[config.mk]
export PLATFORM = sky130hd
export DESIGN_NAME = aht10_i2c_responder
export DESIGN_NICKNAME = d
export VERILOG_FILES = /design/src/rtl/aht10_pkg.sv /design/src/rtl/i2c_bus_sync.sv /design/src/rtl/aht10_i2c_responder.sv
export SDC_FILE = /design/constraint.sdc
export NUM_CORES = 1
export LEC_CHECK = 0
export CORE_ASPECT_RATIO = 1.1
export CORE_MARGIN = 2
export CORE_UTILIZATION = 25
export CTS_CLUSTER_DIAMETER = 120
export CTS_CLUSTER_SIZE = 28
export DETAILED_ROUTE_END_ITERATION = 7
export PLACE_DENSITY_LB_ADDON = 0.08
export SETUP_SLACK_MARGIN = 0.1
export SLEW_MARGIN = 20
export SYNTH_ARGS = -nofsm -noshare
export SYNTH_HDL_FRONTEND = slang
export SYNTH_SLANG_ARGS = --single-unit
[constraint.sdc]
create_clock -name clk -period 2.5 [get_ports clk]
set_input_delay 0.5 -clock clk [delete_from_list [all_inputs] [get_ports clk]]
set_output_delay 0.5 -clock clk [all_outputs]
set_load 0.01 [all_outputs]
[src/rtl/aht10_pkg.sv]
// aht10_pkg: responder FSM state encoding and AHT10 command bytes
package aht10_pkg;

  typedef enum logic [2:0] {
    IDLE,
    ADDR,
    ADDR_ACK,
    WR_BYTE,
    WR_ACK,
    RD_BYTE,
    RD_ACK,
    WAIT_STOP
  } state_t;

  localparam logic [7:0] CMD_INIT = 8'hE1;
  localparam logic [7:0] CMD_TRIG = 8'hAC;
  localparam logic [7:0] CMD_SRST = 8'hBA;

endpackage

[src/rtl/i2c_bus_sync.sv]
// i2c_bus_sync: 2-FF synchronizers plus registered SCL edge and START/STOP detection
module i2c_bus_sync (
  input  logic clk,
  input  logic rst,
  input  logic scl,
  input  logic sda_i,
  output logic scl_rise,
  output logic scl_fall,
  output logic sda_s,
  output logic start_det,
  output logic stop_det
);

  logic [2:0] scl_q;
  logic [2:0] sda_q;

  // stages [1:0] synchronize, stage [2] is the previous value for edge detection
  always_ff @(posedge clk) begin
    if (rst) begin
      scl_q     <= 3'b111;
      sda_q     <= 3'b111;
      scl_rise  <= 1'b0;
      scl_fall  <= 1'b0;
      sda_s     <= 1'b1;
      start_det <= 1'b0;
      stop_det  <= 1'b0;
    end else begin
      scl_q     <= {scl_q[1:0], scl};
      sda_q     <= {sda_q[1:0], sda_i};
      scl_rise  <= scl_q[1] & ~scl_q[2];
      scl_fall  <= ~scl_q[1] & scl_q[2];
      sda_s     <= sda_q[1];
      start_det <= scl_q[1] & scl_q[2] & sda_q[2] & ~sda_q[1];
      stop_det  <= scl_q[1] & scl_q[2] & ~sda_q[2] & sda_q[1];
    end
  end

endmodule

[src/rtl/aht10_i2c_responder.sv]
// aht10_i2c_responder: I2C target answering reads with a latched sensor frame and reporting written bytes
module aht10_i2c_responder
  import aht10_pkg::*;
#(
  parameter logic [6:0] DEV_ADDR = 7'h38,
  parameter int         RD_BYTES = 6
) (
  input  logic                    clk,
  input  logic                    rst,
  input  logic                    scl,
  input  logic                    sda_i,
  output logic                    sda_oe,
  input  logic [8*RD_BYTES-1:0]   rd_frame,
  output logic [7:0]              wr_data,
  output logic                    wr_valid,
  output logic                    wr_first,
  output logic                    rd_start,
  output logic                    bus_stop
);

  localparam int KW = $clog2(RD_BYTES + 1);

  logic scl_rise, scl_fall, sda_s, start_det, stop_det;

  i2c_bus_sync u_sync (
    .clk       (clk),
    .rst       (rst),
    .scl       (scl),
    .sda_i     (sda_i),
    .scl_rise  (scl_rise),
    .scl_fall  (scl_fall),
    .sda_s     (sda_s),
    .start_det (start_det),
    .stop_det  (stop_det)
  );

  state_t                state, state_n;
  logic [3:0]            cnt, cnt_n;
  logic [7:0]            sh, sh_n;
  logic [KW-1:0]         k, k_n;
  logic [8*RD_BYTES-1:0] frame, frame_n;
  logic                  oe_n, first, first_n;
  logic [7:0]            wr_data_n, cur;
  logic                  wr_valid_n, wr_first_n, rd_start_n, bus_stop_n;

  // byte currently being read; past the end of the frame the bus idles high
  always_comb cur = (k >= KW'(RD_BYTES)) ? 8'hFF : 8'(frame >> (8 * (RD_BYTES - 1 - int'(k))));

  // state and datapath registers
  always_ff @(posedge clk) begin
    if (rst) begin
      state    <= IDLE;
      cnt      <= '0;
      sh       <= '0;
      k        <= '0;
      frame    <= '0;
      sda_oe   <= 1'b0;
      first    <= 1'b0;
      wr_data  <= '0;
      wr_valid <= 1'b0;
      wr_first <= 1'b0;
      rd_start <= 1'b0;
      bus_stop <= 1'b0;
    end else begin
      state    <= state_n;
      cnt      <= cnt_n;
      sh       <= sh_n;
      k        <= k_n;
      frame    <= frame_n;
      sda_oe   <= oe_n;
      first    <= first_n;
      wr_data  <= wr_data_n;
      wr_valid <= wr_valid_n;
      wr_first <= wr_first_n;
      rd_start <= rd_start_n;
      bus_stop <= bus_stop_n;
    end
  end

  // next-state logic; STOP outranks START, and both outrank bit-level activity
  always_comb begin
    state_n    = state;
    cnt_n      = cnt;
    sh_n       = sh;
    k_n        = k;
    frame_n    = frame;
    oe_n       = sda_oe;
    first_n    = first;
    wr_data_n  = wr_data;
    wr_valid_n = 1'b0;
    wr_first_n = 1'b0;
    rd_start_n = 1'b0;
    bus_stop_n = 1'b0;
    if (stop_det) begin
      state_n    = IDLE;
      oe_n       = 1'b0;
      bus_stop_n = 1'b1;
    end else if (start_det) begin
      state_n = ADDR;
      cnt_n   = '0;
      oe_n    = 1'b0;
    end else begin
      case (state)
        ADDR: if (scl_rise) begin
          sh_n  = {sh[6:0], sda_s};
          cnt_n = cnt + 4'd1;
          if (cnt == 4'd7) state_n = (sh[6:0] == DEV_ADDR) ? ADDR_ACK : WAIT_STOP;
        end
        // first fall after the address drives ACK, the next one ends it
        ADDR_ACK: if (scl_fall) begin
          if (!sda_oe) oe_n = 1'b1;
          else if (sh[0]) begin
            state_n    = RD_BYTE;
            cnt_n      = '0;
            k_n        = '0;
            frame_n    = rd_frame;
            rd_start_n = 1'b1;
            oe_n       = ~rd_frame[8*RD_BYTES-1];
          end else begin
            state_n = WR_BYTE;
            cnt_n   = '0;
            first_n = 1'b1;
            oe_n    = 1'b0;
          end
        end
        WR_BYTE: if (scl_rise) begin
          sh_n  = {sh[6:0], sda_s};
          cnt_n = cnt + 4'd1;
          if (cnt == 4'd7) begin
            state_n    = WR_ACK;
            wr_data_n  = sh_n;
            wr_valid_n = 1'b1;
            wr_first_n = first;
            first_n    = 1'b0;
          end
        end
        WR_ACK: if (scl_fall) begin
          oe_n = ~sda_oe;
          if (sda_oe) begin
            state_n = WR_BYTE;
            cnt_n   = '0;
          end
        end
        // cnt counts bits already clocked; a fall with cnt==8 hands the line to the master
        RD_BYTE: if (scl_rise) cnt_n = cnt + 4'd1;
        else if (scl_fall) begin
          if (cnt == 4'd8) begin
            state_n = RD_ACK;
            oe_n    = 1'b0;
          end else oe_n = ~cur[3'd7 - cnt[2:0]];
        end
        RD_ACK: if (scl_rise) begin
          if (sda_s) state_n = WAIT_STOP;
          else begin
            state_n = RD_BYTE;
            cnt_n   = '0;
            k_n     = (k >= KW'(RD_BYTES)) ? k : k + KW'(1);
          end
        end
        default: ;
      endcase
    end
  end

endmodule

==> results.rst <==
Implementation results
======================

.. list-table::
   :header-rows: 1

   * - Metric
     - Value
   * - Final Routed Wirelength
     - 10000 um
   * - Global-route met1 utilization
     - 14.5%
   * - Cell types with the highest counts after synthesis
     - 100 x sky130_fd_sc_hd__nand2_1, 89 x sky130_fd_sc_hd__dfxtp_1, 54 x sky130_fd_sc_hd__a21oi_1
   * - Part of the total power dissipated in combinational logic
     - 8.4%
   * - Most Crowded Layer GR
     - met2
   * - Violation count after the first detailed-routing iteration
     - 107
   * - Power dissipated in the clock network
     - 0.00149 W
   * - Kind of critical path
     - flop to flop
   * - CTS H-Tree Depth
     - 3
   * - P_int
     - 0.00249 W
   * - Register share of total power
     - 45.7%
   * - GRT Total Usage
     - 12.2%
   * - Most popular library cell in the synthesized design by count
     - sky130_fd_sc_hd__nand2_1
   * - TritonCTS clock tree
     - yes
   * - Count of buffering cells on the critical path with inverters included
     - 1
   * - Instance tally after logic synthesis
     - 446
   * - Area taken by flip-flops and latches
     - 1780 um2
   * - Setup violation total in the final timing report
     - 0
   * - Top cells by area, synth
     - sky130_fd_sc_hd__dfxtp_1 45%, sky130_fd_sc_hd__nand2_1 9.4%, sky130_fd_sc_hd__a21oi_1 6.8%
   * - RSZ-0062 raised after global routing
     - no
   * - Switching power of the nets
     - 0.000750 W
   * - Critical register-to-register path endpoint
     - frame[8]
   * - Status
     - complete, no violations
   * - Met2 routing resource usage after global routing
     - 21.3%
Fig. 1: cells by drive strength
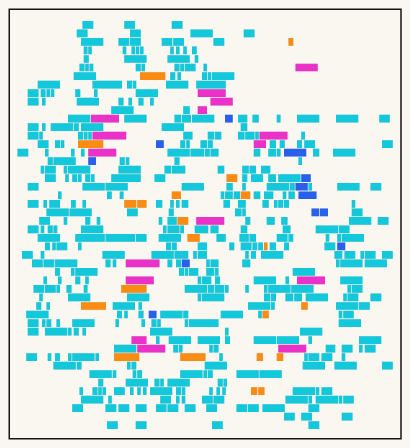
Key: drive 3 to 4 = blue [cells 12]; drive 6 and up = magenta [cells 16]; drive 1 or less = cyan [cells 457]; drive 2 = orange [cells 21]
Area growth syn-to-layout: 28.5%
final worst setup slack: 0.503 ns
count of plain and timing-repair buffers: 73

Fig. 2: placed standard cells
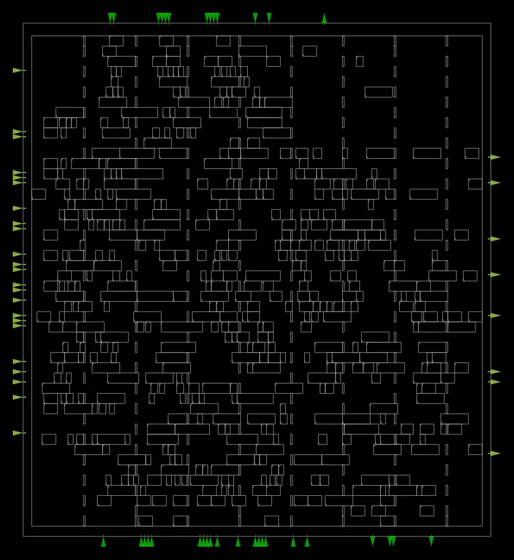
count of flip-flops and latches: 89
total number of placement rows: 48
Layout Utilization: 32.8%
area inside the core boundary: 15700 um2

Power and IR drop assume default switching activity.
